### config.mk
export PLATFORM = sky130hd
export DESIGN_NAME = act_pipe
export DESIGN_NICKNAME = d
export VERILOG_FILES = /design/src/rtl/act_pipe_pkg.sv /design/src/rtl/act_pipe_pwl_sigmoid_lane.sv /design/src/rtl/act_pipe.sv
export SDC_FILE = /design/constraint.sdc
export NUM_CORES = 1
export LEC_CHECK = 0
export CORE_MARGIN = 2
export CORE_UTILIZATION = 55
export DETAILED_ROUTE_END_ITERATION = 7
export PLACE_DENSITY = 0.77
export SLEW_MARGIN = 20
export SYNTH_ARGS = -nofsm -noshare
export SYNTH_HDL_FRONTEND = slang
export SYNTH_SLANG_ARGS = --single-unit
### constraint.sdc
create_clock -name clk -period 7.81 [get_ports clk]
set_input_delay 1.9525 -clock clk [delete_from_list [all_inputs] [get_ports clk]]
set_output_delay 1.9525 -clock clk [all_outputs]
set_load 0.02 [all_outputs]
### src/rtl/act_pipe_pkg.sv
// Shared types and fixed-point constants for the activation pipeline.
// act_func       : activation selector carried with each transaction.
// pwl_seg_e      : piecewise-linear sigmoid segment index (S1 -> S2).
// sig_b*/sig_off*: segment boundaries and offsets, exact for FRAC >= 5.
// pwl_classify   : maps a magnitude onto its sigmoid segment.
package act_pipe_pkg;

    typedef enum logic [1:0] {
        ACT_SIGMOID = 2'd0,
        ACT_TANH    = 2'd1,
        ACT_RELU    = 2'd2,
        ACT_STEP    = 2'd3
    } act_func;

    typedef enum logic [1:0] {
        SEG_LOW  = 2'd0,   // a < 1.0
        SEG_MID  = 2'd1,   // 1.0 <= a < 2.375
        SEG_HIGH = 2'd2,   // 2.375 <= a < 5.0
        SEG_SAT  = 2'd3    // a >= 5.0
    } pwl_seg_e;

    function automatic int unsigned sfp_one(input int frac);
        return 32'd1 << frac;
    endfunction

    // Segment boundaries: 1.0, 2.375 (19/8), 5.0
    function automatic int unsigned sig_b1(input int frac);
        return 32'd1 << frac;
    endfunction

    function automatic int unsigned sig_b2(input int frac);
        return 32'd19 << (frac - 3);
    endfunction

    function automatic int unsigned sig_b3(input int frac);
        return 32'd5 << frac;
    endfunction

    // Segment offsets: 0.5, 0.625 (5/8), 0.84375 (27/32)
    function automatic int unsigned sig_off0(input int frac);
        return 32'd1 << (frac - 1);
    endfunction

    function automatic int unsigned sig_off1(input int frac);
        return 32'd5 << (frac - 3);
    endfunction

    function automatic int unsigned sig_off2(input int frac);
        return 32'd27 << (frac - 5);
    endfunction

    function automatic pwl_seg_e pwl_classify(input logic [31:0] a, input int frac);
        if (a >= sig_b3(frac))      return SEG_SAT;
        else if (a >= sig_b2(frac)) return SEG_HIGH;
        else if (a >= sig_b1(frac)) return SEG_MID;
        else                        return SEG_LOW;
    endfunction

endpackage

### src/rtl/act_pipe_pwl_sigmoid_lane.sv
// pwl_sigmoid_lane: combinational piecewise-linear sigmoid for one lane.
// a   : magnitude |x| (AW bits, unsigned fixed point with FRAC fraction bits)
// neg : sign of the original operand
// seg : segment index for a, precomputed in the previous stage
// y   : sigmoid approximation in [0, ONE]
// sat : set when the approximation is clamped at ONE (or 0 for negative x)
module pwl_sigmoid_lane
    import act_pipe_pkg::*;
#(
    parameter int WIDTH = 16,
    parameter int FRAC  = 8,
    parameter int AW    = WIDTH + 1
) (
    input  logic [AW-1:0]    a,
    input  logic             neg,
    input  pwl_seg_e         seg,
    output logic [WIDTH-1:0] y,
    output logic             sat
);

    localparam int IW = WIDTH + 2;
    localparam logic [IW-1:0] ONE  = IW'(sfp_one(FRAC));
    localparam logic [IW-1:0] OFF0 = IW'(sig_off0(FRAC));
    localparam logic [IW-1:0] OFF1 = IW'(sig_off1(FRAC));
    localparam logic [IW-1:0] OFF2 = IW'(sig_off2(FRAC));

    logic [IW-1:0] a_ext;
    logic [IW-1:0] mag;
    logic [IW-1:0] res;

    assign a_ext = IW'(a);

    always_comb begin
        mag = '0;
        sat = 1'b0;
        case (seg)
            SEG_SAT: begin
                mag = ONE;
                sat = 1'b1;
            end
            SEG_HIGH: mag = (a_ext >> 5) + OFF2;
            SEG_MID:  mag = (a_ext >> 3) + OFF1;
            default:  mag = (a_ext >> 2) + OFF0;
        endcase
        // Sigmoid symmetry: s(-x) = 1 - s(x)
        res = neg ? (ONE - mag) : mag;
        y   = WIDTH'(res);
    end

endmodule

### src/rtl/act_pipe.sv
// act_pipe: LANES-wide two-stage activation pipeline with valid/ready.
// clk, rst          : clock (rising edge), asynchronous active-high reset
// in_valid/in_ready : input handshake; in_ready depends on out_ready
// in_act            : activation for the whole transaction
// in_sum            : LANES signed sums, lane i at [i*WIDTH +: WIDTH]
// out_valid/out_ready: output handshake
// out_pred          : LANES signed results, same packing as in_sum
// out_sat           : per-lane saturation flag (Sigmoid/Tanh only)
module act_pipe
    import act_pipe_pkg::*;
#(
    parameter int WIDTH = 16,
    parameter int FRAC  = 8,
    parameter int LANES = 4
) (
    input  logic                   clk,
    input  logic                   rst,
    input  logic                   in_valid,
    output logic                   in_ready,
    input  act_func                in_act,
    input  logic [LANES*WIDTH-1:0] in_sum,
    output logic                   out_valid,
    input  logic                   out_ready,
    output logic [LANES*WIDTH-1:0] out_pred,
    output logic [LANES-1:0]       out_sat
);

    localparam logic [WIDTH-1:0] ONE_W    = WIDTH'(sfp_one(FRAC));
    localparam logic [WIDTH-1:0] MOST_NEG = {1'b1, {(WIDTH-1){1'b0}}};
    localparam logic [WIDTH-1:0] MOST_POS = {1'b0, {(WIDTH-1){1'b1}}};

    logic s1_valid;
    logic s2_valid;
    logic s2_load;

    // Stage 1 state
    act_func          s1_act;
    logic [WIDTH:0]   s1_a   [LANES];
    logic [LANES-1:0] s1_neg;
    pwl_seg_e         s1_seg [LANES];

    // Stage 1 combinational inputs
    logic [WIDTH-1:0] x_in   [LANES];
    logic [WIDTH-1:0] ax_in  [LANES];
    logic [WIDTH:0]   a_in   [LANES];
    logic [LANES-1:0] neg_in;
    pwl_seg_e         seg_in [LANES];

    // Stage 2 combinational results
    logic [WIDTH-1:0]       sig_y [LANES];
    logic [LANES-1:0]       sig_sat;
    logic [WIDTH-1:0]       tanh_v [LANES];
    logic [LANES*WIDTH-1:0] pred_d;
    logic [LANES-1:0]       sat_d;

    assign s2_load   = !s2_valid || out_ready;
    assign in_ready  = !s1_valid || s2_load;
    assign out_valid = s2_valid;

    // |x| saturates the most-negative code to max positive. For Tanh the
    // sigmoid argument is 2x, so the stored magnitude is 2|x| (WIDTH+1 bits);
    // ReLU/Step never take that path, so their magnitude stays |x|.
    always_comb begin
        neg_in = '0;
        for (int unsigned i = 0; i < LANES; i++) begin
            x_in[i]   = in_sum[i*WIDTH +: WIDTH];
            neg_in[i] = x_in[i][WIDTH-1];
            if (x_in[i] == MOST_NEG)
                ax_in[i] = MOST_POS;
            else if (neg_in[i])
                ax_in[i] = -x_in[i];
            else
                ax_in[i] = x_in[i];
            a_in[i]   = (in_act == ACT_TANH) ? {ax_in[i], 1'b0} : {1'b0, ax_in[i]};
            seg_in[i] = pwl_classify(32'(a_in[i]), FRAC);
        end
    end

    always_ff @(posedge clk or posedge rst) begin
        if (rst) begin
            s1_valid <= 1'b0;
            s1_act   <= ACT_SIGMOID;
            s1_neg   <= '0;
            for (int unsigned i = 0; i < LANES; i++) begin
                s1_a[i]   <= '0;
                s1_seg[i] <= SEG_LOW;
            end
        end else if (in_ready) begin
            s1_valid <= in_valid;
            if (in_valid) begin
                s1_act <= in_act;
                s1_neg <= neg_in;
                for (int unsigned i = 0; i < LANES; i++) begin
                    s1_a[i]   <= a_in[i];
                    s1_seg[i] <= seg_in[i];
                end
            end
        end
    end

    for (genvar g = 0; g < LANES; g++) begin : g_lane
        pwl_sigmoid_lane #(
            .WIDTH (WIDTH),
            .FRAC  (FRAC),
            .AW    (WIDTH + 1)
        ) u_lane (
            .a   (s1_a[g]),
            .neg (s1_neg[g]),
            .seg (s1_seg[g]),
            .y   (sig_y[g]),
            .sat (sig_sat[g])
        );
    end

    // Tanh = 2*sigmoid(2x) - ONE; magnitudes stay within +/-ONE so WIDTH-bit
    // wraparound arithmetic yields the exact two's-complement result.
    always_comb begin
        pred_d = '0;
        sat_d  = '0;
        for (int unsigned i = 0; i < LANES; i++) begin
            tanh_v[i] = (sig_y[i] << 1) - ONE_W;
            case (s1_act)
                ACT_SIGMOID: begin
                    pred_d[i*WIDTH +: WIDTH] = sig_y[i];
                    sat_d[i]                 = sig_sat[i];
                end
                ACT_TANH: begin
                    pred_d[i*WIDTH +: WIDTH] = tanh_v[i];
                    sat_d[i]                 = sig_sat[i];
                end
                ACT_RELU: begin
                    pred_d[i*WIDTH +: WIDTH] = s1_neg[i] ? {WIDTH{1'b0}} : s1_a[i][WIDTH-1:0];
                end
                default: begin
                    pred_d[i*WIDTH +: WIDTH] = (!s1_neg[i] && (s1_a[i] != '0)) ? ONE_W : {WIDTH{1'b0}};
                end
            endcase
        end
    end

    always_ff @(posedge clk or posedge rst) begin
        if (rst) begin
            s2_valid <= 1'b0;
            out_pred <= '0;
            out_sat  <= '0;
        end else if (s2_load) begin
            s2_valid <= s1_valid;
            if (s1_valid) begin
                out_pred <= pred_d;
                out_sat  <= sat_d;
            end
        end
    end

endmodule

**The metal 1 layer**

Supply wires on this layer in grey.
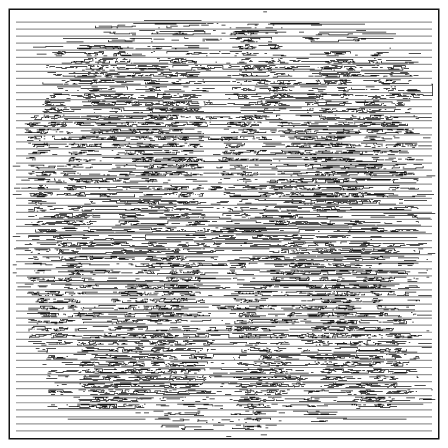
The longest straight run is 37.3 microns. The layer holds 43% of the routed length.

**Signal wires on met2**

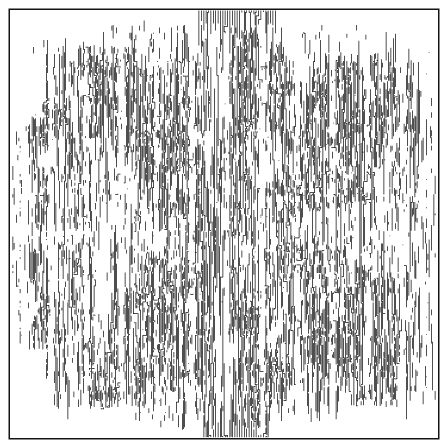
1657 nets have wire on it. The longest straight run is 72.7 microns.

==> run notes <==
Numbers from the implementation run.

The required time of the worst setup path is roughly 6000 ps. The total via count in the routed design is 14780. The maximum clock frequency is just under 200 MHz. Total global-route track usage over all layers is between 30 and 40%. At the floorplan stage, the core utilization is reported as between 50 and 60%.

The most common cell in the synthesized netlist is nand2_1. The switching power total is ~1.3 mW. The flip-flop and latch count after synthesis is around 150. The worst-skew pair later-pin latency is roughly 440 ps. The total area of sequential cells is ~3800 sq um. The count of maximum capacitance violations is 0. The root cell of the clock tree is clkbuf_16. The placement report lists the number of port buffers as between 100 and 150. The total number of placement rows is between 50 and 60. Yosys reports that the leading cell type by area covers roughly a quarter of the netlist area.

The run finished with clean final reports. The count of antenna-violating nets left after detailed routing is 0. The actual transition at the worst max-transition pin is roughly 1100 ps. The kind of path behind the tightest hold check is reg -> reg.

The final wirelength is between 40000 and 50000 microns. The worst voltage drop across the vdd grid is roughly 0.15 mV. The leakage power total is approximately 6.5 nW. The total power divided by cell area is ~210 nW/um^2. The synthesized design contains 0 enable-type register cells.

The prevailing post-synth register cell is dfrtp_1.
[state kept, by name, indices dropped and copies added, names as in the netlist]
name and cells:
s1_a 68, out_pred 64, s1_seg 8, out_sat 4, s1_neg 4, s1_act 2, out_valid 1, s1_valid 1
[area by class of cell]
class | instances | area share (%)
Clock inverter | 7 | 0.9969
Sequential cell | 152 | 23.34
Tap cell | 330 | 2.531
Clock buffer | 25 | 3.037
Inverter | 54 | 1.273
Multi-Input combinational cell | 1585 | 59.49
Timing Repair Buffer | 154 | 9.341
[cells in the final DEF, fill, tap and decap left out, types with 10 or more instances in the layout]
cell type	instances
o211ai_1	20
and2_1	17
a21oi_1	130
xnor2_1	77
nor3_1	43
nand3_1	55
clkbuf_16	17
xor2_1	71
mux2i_1	35
nand4_1	20
a221oi_1	16
nor2_1	176
or4_1	13
dfrtp_1	149
o21a_1	15
o21ai_0	204
ha_1	34
nor4_1	29
nand2b_1	28
inv_1	51
o22ai_1	19
buf_4	14
a31oi_1	36
a22oi_1	12
o41ai_1	10
o31ai_1	30
mux2_2	10
a211oi_1	15
or3_1	21
o21ai_1	10
clkdlybuf4s50_1	139
nand2_1	250
nor2b_1	20
[how the worst max path moves through the flow]
| stage | from | end | slack, ps |
|---|---|---|---|
| 5_1_grt | out_ready | in_ready | 2590 |
| 6_report | out_ready | in_ready | 2630 |
| 3_3_place_gp | out_ready | in_ready | 2660 |
| 4_1_cts | out_ready | in_ready | 2620 |
| 3_5_place_dp | out_ready | in_ready | 2630 |
| 2_1_floorplan | rst | out_pred[0] | 1760 |
[per-stage QoR]
| stage | util (%) | instance area [sq um] | power, mW | instances | hold slack (ps) |
|---|---|---|---|---|---|
| after CTS | 64.31 | 16290 | 3.406 | 2306 | 481.4 |
| after global routing | 64.42 | 16320 | 3.609 | 2307 | 501.0 |
| after detailed placement | 61.71 | 15630 | 2.463 | 2274 | 462.8 |
| after global placement | 61.71 | 15630 | 2.430 | 2274 | 451.0 |
| final | 64.42 | 16320 | 3.419 | 2307 | 477.0 |
| after floorplan | - | 14280 | 2.001 | 1941 | 471.1 |
[worst max-delay path: stages]
cell	delay (ps)
clkdlybuf4s50_1	470
nand3b_1	170
clkdlybuf4s50_1	630
[routing by layer]
metal  up-vias  share of wire [%]  GRT usage, %
met3       105                7.2         5.220
met5         -                  0             0
met4         0                3.6         13.44
met2       606                 47         50.91
met1      6953                 43         40.49
li1       7120                  -             -
[power by group through the flow]
stage / sequential, mW / combinational (mW) / clock [mW]
4_1_cts: 1.15 / 1.31 / 0.950
3_3_place_gp: 1.15 / 1.28 / 0
6_report: 1.15 / 1.32 / 0.946
2_1_floorplan: 1.14 / 0.862 / 0
3_5_place_dp: 1.16 / 1.30 / 0
5_1_grt: 1.18 / 1.45 / 0.985
[logic make-up (layout without fill, tap and decap cells)]
kind of cell / Yosys count / in the layout / share of synthesized area, %
adders and majority gates: 34 / 34 / 2.979
buffers and inverters: 204 / 240 / 5.556
xor gates and xnor gates: 148 / 148 / 9.078
DFF: 152 / 152 / 26.64
muxes: 45 / 45 / 3.242
AOI/OAI and AO/OA: 626 / 626 / 27.98
and+or+nand+nor: 732 / 732 / 24.53
Power is estimated from default activity; no workload was simulated.
